File: src/rtl/cache_pkg.sv
// cache_pkg: FSM state type and address-split helpers shared by data_cache_wb.
package cache_pkg;

  typedef enum logic [1:0] {
    StIdle,
    StWriteback,
    StRefill
  } state_e;

  localparam int unsigned AddrBits    = 32;
  localparam int unsigned ByteOffBits = 2;

  // Tag width left over once byte, word and index fields are carved off the address.
  function automatic int unsigned tag_bits(input int unsigned setnum, input int unsigned words);
    return AddrBits - ByteOffBits - $clog2(setnum) - $clog2(words);
  endfunction

endpackage

File: src/rtl/data_cache_wb_if.sv
// data_cache_wb_if: word-beat memory bus between the cache (master) and backing memory (slave).
interface data_cache_wb_if;
  logic        mem_req;
  logic        mem_we;
  logic [31:0] mem_addr;
  logic [31:0] mem_wdata;
  logic        mem_ack;
  logic [31:0] mem_rdata;

  modport master (
    output mem_req, mem_we, mem_addr, mem_wdata,
    input  mem_ack, mem_rdata
  );

  modport slave (
    input  mem_req, mem_we, mem_addr, mem_wdata,
    output mem_ack, mem_rdata
  );
endinterface

File: src/rtl/cache_lru.sv
// cache_lru: true-LRU age update and victim selection for one set (purely combinational).
module cache_lru #(
  parameter  int unsigned DEGREE = 2,
  localparam int unsigned AW     = $clog2(DEGREE)
) (
  input  logic [DEGREE-1:0][AW-1:0] age_i,
  input  logic [DEGREE-1:0]         valid_i,
  input  logic [AW-1:0]             way_i,
  output logic [DEGREE-1:0][AW-1:0] age_o,
  output logic [AW-1:0]             victim_o
);

  // Accessed way becomes youngest; every way younger than it ages by one.
  always_comb begin
    age_o = age_i;
    for (int w = 0; w < DEGREE; w++) begin
      if (AW'(w) == way_i) begin
        age_o[w] = '0;
      end else if (age_i[w] < age_i[way_i]) begin
        age_o[w] = age_i[w] + AW'(1);
      end
    end
  end

  // First invalid way wins; otherwise the way whose age is DEGREE-1.
  always_comb begin
    logic found;
    found    = 1'b0;
    victim_o = '0;
    for (int w = 0; w < DEGREE; w++) begin
      if (!valid_i[w] && !found) begin
        victim_o = AW'(w);
        found    = 1'b1;
      end
    end
    if (!found) begin
      for (int w = 0; w < DEGREE; w++) begin
        if (age_i[w] == AW'(DEGREE - 1)) victim_o = AW'(w);
      end
    end
  end

endmodule

File: src/rtl/data_cache_wb.sv
// data_cache_wb: set-associative write-back data cache with true-LRU replacement.
// Optional hit/miss counters are built when CACHE_STATS_EN is defined.
// WORDS and SETNUM must be at least 2.
module data_cache_wb
  import cache_pkg::*;
#(
  parameter int unsigned SETNUM = 8,
  parameter int unsigned DEGREE = 2,
  parameter int unsigned WORDS  = 4
) (
  input  logic                   clk,
  input  logic                   rst,
  input  logic [31:0]            addressIn,
  input  logic [31:0]            dataIn,
  input  logic [3:0]             byteEn,
  input  logic                   loadMemory,
  input  logic                   storeMemory,
  output logic [31:0]            dataOut,
  output logic                   hit,
  output logic                   stall,
  data_cache_wb_if.master        mem
`ifdef CACHE_STATS_EN
  ,
  output logic [31:0]            hitCount,
  output logic [31:0]            missCount
`endif
);

  localparam int unsigned WBits = $clog2(WORDS);
  localparam int unsigned IBits = $clog2(SETNUM);
  localparam int unsigned TBits = tag_bits(SETNUM, WORDS);
  localparam int unsigned AW    = $clog2(DEGREE);

  logic [WBits-1:0] word;
  logic [IBits-1:0] idx;
  logic [TBits-1:0] tag;
  logic [1:0]       unused_byte_off;

  assign word            = addressIn[ByteOffBits +: WBits];
  assign idx             = addressIn[ByteOffBits + WBits +: IBits];
  assign tag             = addressIn[AddrBits-1 -: TBits];
  assign unused_byte_off = addressIn[1:0];

  logic [SETNUM-1:0][DEGREE-1:0]         valid_q, dirty_q;
  logic [SETNUM-1:0][DEGREE-1:0][AW-1:0] age_q;
  logic [TBits-1:0]                      tag_q  [SETNUM][DEGREE];
  logic [31:0]                           data_q [SETNUM][DEGREE][WORDS];

  state_e           state_q, state_d;
  logic [WBits-1:0] beat_q, beat_d;
  logic [AW-1:0]    victim_q;
  logic [TBits-1:0] victim_tag_q, req_tag_q;
  logic [IBits-1:0] req_idx_q;

  logic                         req, is_store, is_load, match, idle, hit_acc, store_hit;
  logic [AW-1:0]                hit_way, victim;
  logic [DEGREE-1:0][AW-1:0]    age_upd;
  logic                         last_beat, miss_start, wb_done, refill_we, refill_done;
  logic                         bus_req, bus_we;
  logic [31:0]                  bus_addr, bus_wdata;

  assign req      = loadMemory | storeMemory;
  assign is_store = storeMemory;
  assign is_load  = loadMemory & ~storeMemory;

  // Tag compare across the ways of the addressed set.
  always_comb begin
    match   = 1'b0;
    hit_way = '0;
    for (int w = 0; w < DEGREE; w++) begin
      if (valid_q[idx][w] && tag_q[idx][w] == tag) begin
        match   = 1'b1;
        hit_way = AW'(w);
      end
    end
  end

  cache_lru #(
    .DEGREE (DEGREE)
  ) u_lru (
    .age_i    (age_q[idx]),
    .valid_i  (valid_q[idx]),
    .way_i    (hit_way),
    .age_o    (age_upd),
    .victim_o (victim)
  );

  assign idle      = (state_q == StIdle);
  assign hit_acc   = idle & req & match;
  assign store_hit = hit_acc & is_store;
  assign hit       = hit_acc;
  assign dataOut   = (hit_acc && is_load) ? data_q[idx][hit_way][word] : '0;
  assign stall     = !idle || (req && !match);
  assign last_beat = (beat_q == WBits'(WORDS - 1));

  // Next state, beat counter and memory bus drive.
  always_comb begin
    state_d     = state_q;
    beat_d      = beat_q;
    bus_req     = 1'b0;
    bus_we      = 1'b0;
    bus_addr    = '0;
    bus_wdata   = '0;
    miss_start  = 1'b0;
    wb_done     = 1'b0;
    refill_we   = 1'b0;
    refill_done = 1'b0;
    unique case (state_q)
      StIdle: begin
        if (req && !match) begin
          miss_start = 1'b1;
          beat_d     = '0;
          state_d    = (valid_q[idx][victim] && dirty_q[idx][victim]) ? StWriteback : StRefill;
        end
      end
      StWriteback: begin
        bus_req   = 1'b1;
        bus_we    = 1'b1;
        bus_addr  = {victim_tag_q, req_idx_q, beat_q, 2'b00};
        bus_wdata = data_q[req_idx_q][victim_q][beat_q];
        if (mem.mem_ack) begin
          beat_d = beat_q + WBits'(1);
          if (last_beat) begin
            wb_done = 1'b1;
            state_d = StRefill;
          end
        end
      end
      StRefill: begin
        bus_req   = 1'b1;
        bus_addr  = {req_tag_q, req_idx_q, beat_q, 2'b00};
        refill_we = mem.mem_ack;
        if (mem.mem_ack) begin
          beat_d = beat_q + WBits'(1);
          if (last_beat) begin
            refill_done = 1'b1;
            state_d     = StIdle;
          end
        end
      end
      default: state_d = StIdle;
    endcase
  end

  assign mem.mem_req   = bus_req;
  assign mem.mem_we    = bus_we;
  assign mem.mem_addr  = bus_addr;
  assign mem.mem_wdata = bus_wdata;

  // FSM state, beat counter and per-way valid/dirty/age bits.
  always_ff @(posedge clk) begin
    if (rst) begin
      state_q <= StIdle;
      beat_q  <= '0;
      valid_q <= '0;
      dirty_q <= '0;
      for (int s = 0; s < SETNUM; s++) begin
        for (int w = 0; w < DEGREE; w++) age_q[s][w] <= AW'(w);
      end
    end else begin
      state_q <= state_d;
      beat_q  <= beat_d;
      if (hit_acc) age_q[idx] <= age_upd;
      if (store_hit) dirty_q[idx][hit_way] <= 1'b1;
      if (wb_done) dirty_q[req_idx_q][victim_q] <= 1'b0;
      if (refill_done) begin
        valid_q[req_idx_q][victim_q] <= 1'b1;
        dirty_q[req_idx_q][victim_q] <= 1'b0;
      end
    end
  end

  // Line data, tags and the miss context latched at miss entry.
  always_ff @(posedge clk) begin
    if (miss_start) begin
      victim_q     <= victim;
      victim_tag_q <= tag_q[idx][victim];
      req_tag_q    <= tag;
      req_idx_q    <= idx;
    end
    if (store_hit) begin
      for (int b = 0; b < 4; b++) begin
        if (byteEn[b]) data_q[idx][hit_way][word][b*8 +: 8] <= dataIn[b*8 +: 8];
      end
    end
    if (refill_we) data_q[req_idx_q][victim_q][beat_q] <= mem.mem_rdata;
    if (refill_done) tag_q[req_idx_q][victim_q] <= req_tag_q;
  end

`ifdef CACHE_STATS_EN
  logic [31:0] hit_cnt_q, miss_cnt_q;

  // Wrapping hit-cycle and miss-entry counters.
  always_ff @(posedge clk) begin
    if (rst) begin
      hit_cnt_q  <= '0;
      miss_cnt_q <= '0;
    end else begin
      if (hit_acc) hit_cnt_q <= hit_cnt_q + 32'd1;
      if (miss_start) miss_cnt_q <= miss_cnt_q + 32'd1;
    end
  end

  assign hitCount  = hit_cnt_q;
  assign missCount = miss_cnt_q;
`endif

endmodule

File: src/flat_wrapper.sv
// flat-port wrapper written by rule: the top's interface ports become plain ports
module data_cache_wb_flat import cache_pkg::*;
#(
  parameter int unsigned SETNUM = 8,
  parameter int unsigned DEGREE = 2,
  parameter int unsigned WORDS  = 4
)
  (clk, rst, addressIn, dataIn, byteEn, loadMemory, storeMemory, dataOut, hit, stall, mem_mem_req, mem_mem_we, mem_mem_addr, mem_mem_wdata, mem_mem_ack, mem_mem_rdata);
  data_cache_wb_if mem_i ();
  input  logic clk;
  input  logic rst;
  input  logic [31:0] addressIn;
  input  logic [31:0] dataIn;
  input  logic [3:0] byteEn;
  input  logic loadMemory;
  input  logic storeMemory;
  output logic [31:0] dataOut;
  output logic hit;
  output logic stall;
  output wire logic [$bits(mem_i.mem_req)-1:0] mem_mem_req;
  output wire logic [$bits(mem_i.mem_we)-1:0] mem_mem_we;
  output wire logic [$bits(mem_i.mem_addr)-1:0] mem_mem_addr;
  output wire logic [$bits(mem_i.mem_wdata)-1:0] mem_mem_wdata;
  input wire logic [$bits(mem_i.mem_ack)-1:0] mem_mem_ack;
  input wire logic [$bits(mem_i.mem_rdata)-1:0] mem_mem_rdata;
  assign mem_mem_req = mem_i.mem_req;
  assign mem_mem_we = mem_i.mem_we;
  assign mem_mem_addr = mem_i.mem_addr;
  assign mem_mem_wdata = mem_i.mem_wdata;
  assign mem_i.mem_ack = mem_mem_ack;
  assign mem_i.mem_rdata = mem_mem_rdata;
  data_cache_wb #(.SETNUM(SETNUM), .DEGREE(DEGREE), .WORDS(WORDS)) u_core (.clk(clk), .rst(rst), .addressIn(addressIn), .dataIn(dataIn), .byteEn(byteEn), .loadMemory(loadMemory), .storeMemory(storeMemory), .dataOut(dataOut), .hit(hit), .stall(stall), .mem(mem_i));
endmodule
File: config.mk
export PLATFORM = sky130hd
export DESIGN_NAME = data_cache_wb_flat
export DESIGN_NICKNAME = d
export VERILOG_FILES = /design/src/rtl/cache_pkg.sv /design/src/rtl/data_cache_wb_if.sv /design/src/rtl/cache_lru.sv /design/src/rtl/data_cache_wb.sv /design/src/flat_wrapper.sv
export SDC_FILE = /design/constraint.sdc
export NUM_CORES = 2
export LEC_CHECK = 0
export CAP_MARGIN = 20
export CORE_ASPECT_RATIO = 2
export CORE_MARGIN = 5
export CORE_UTILIZATION = 35
export DETAILED_ROUTE_END_ITERATION = 10
export GPL_ROUTABILITY_DRIVEN = 0
export PLACE_DENSITY = 0.54
export SYNTH_ARGS = -nofsm -noshare
export SYNTH_HDL_FRONTEND = slang
export SYNTH_SLANG_ARGS = --single-unit
File: constraint.sdc
create_clock -name clk -period 10.1 [get_ports clk]
set_clock_uncertainty 0.15 [all_clocks]
set_input_delay 1.515 -clock clk [delete_from_list [all_inputs] [get_ports clk]]
set_output_delay 1.515 -clock clk [all_outputs]
set_load 0.01 [all_outputs]
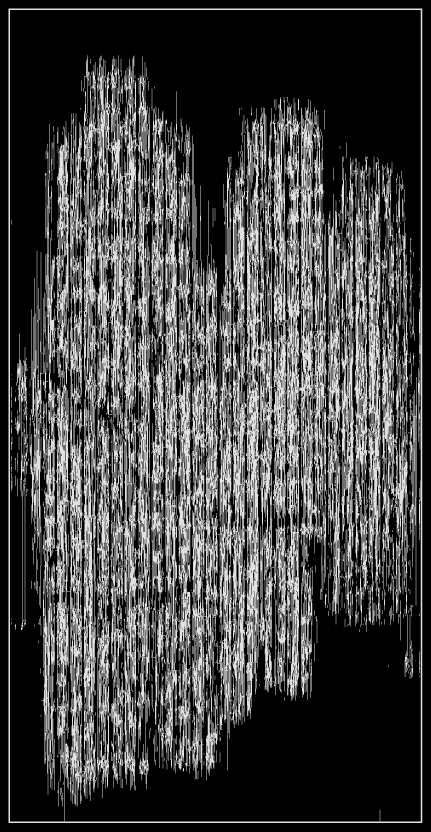
*The metal 2 layer*
Drawn at 1 px/um.
The layer carries 217 mm of wire. The longest straight run is 212 um. 6,222 nets have wire on it.
DR vias: 71,500
grt met2 use: 43.5%
sum of routed wire length over all layers: 437 mm

==> out/summary.log <==
INFO  hold_path      timing.hold.worst_path_depth=2
INFO  cells_and_area area.share.combinational=26.8%
INFO  cells_and_area n_fill_cell=28,700
INFO  clock_tree     htree_num_levels=4
INFO  drt            initialDrtViolationCount=9,076
INFO  floorplanning  vert_die_dim=812um
INFO  setup_path     path_common_cell=buf_4
INFO  run_status     result_of_the_run=finished clean
INFO  clock_tree     numCtsBuffers=233
INFO  final_timing   final-max-slew-violation-count=0
INFO  final_timing   worst_pin_slew=1.20ns
INFO  yosys          synth.top_cells.by_area=edfxtp_1 67%, mux4_2 16%, o22ai_1 5.3%
INFO  yosys          top_area_share=66.8%
INFO  placement      portBuffers=200
INFO  setup_path     end_kind=output pin
INFO  cells_and_area nonClockBufferCount=514
INFO  final_timing   timing_hold_violations_final=0
INFO  yosys          mux_share=17.9%
INFO  final_timing   max_freq=115MHz
INFO  clock_tree     cts_resized=0
INFO  power          clk-power=9220uW
INFO  yosys          seq_area_frac_synth=67.8%
INFO  setup_path     rrSetupSlack=4.46ns
INFO  cells_and_area non_clock_inverter_count=33
INFO  setup_path     timing_worst_setup_path_type=in2out
INFO  cells_and_area final-instance-count-excl-fill=11,200
INFO  clock_tree     cts_sink_count=2,557
INFO  final_timing   report.final.setup_viol=0
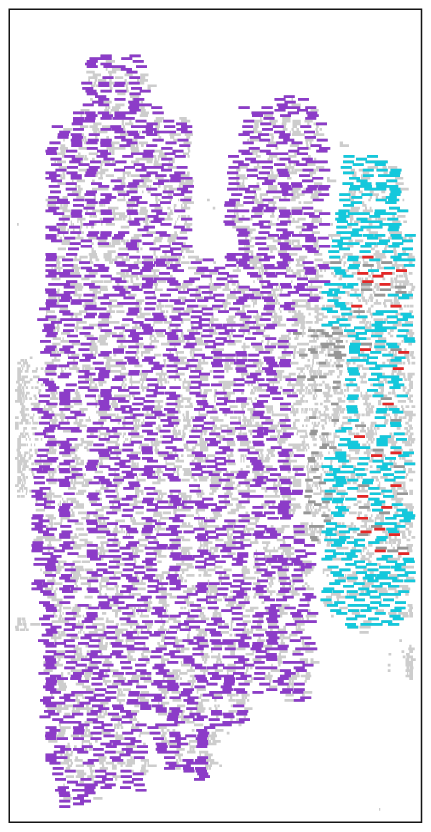
*Register map, names as in the netlist*
Drawn at 1 px/um.
Key: u_core.data_q = purple [placed flops 2,048]; u_core.victim_tag_q = red [placed flops 25, where east]; u_core.tag_q = cyan [placed flops 400]
Another 84 sequential cells are not coloured.

No activity file was given, so power comes from the tool's default toggle rates.
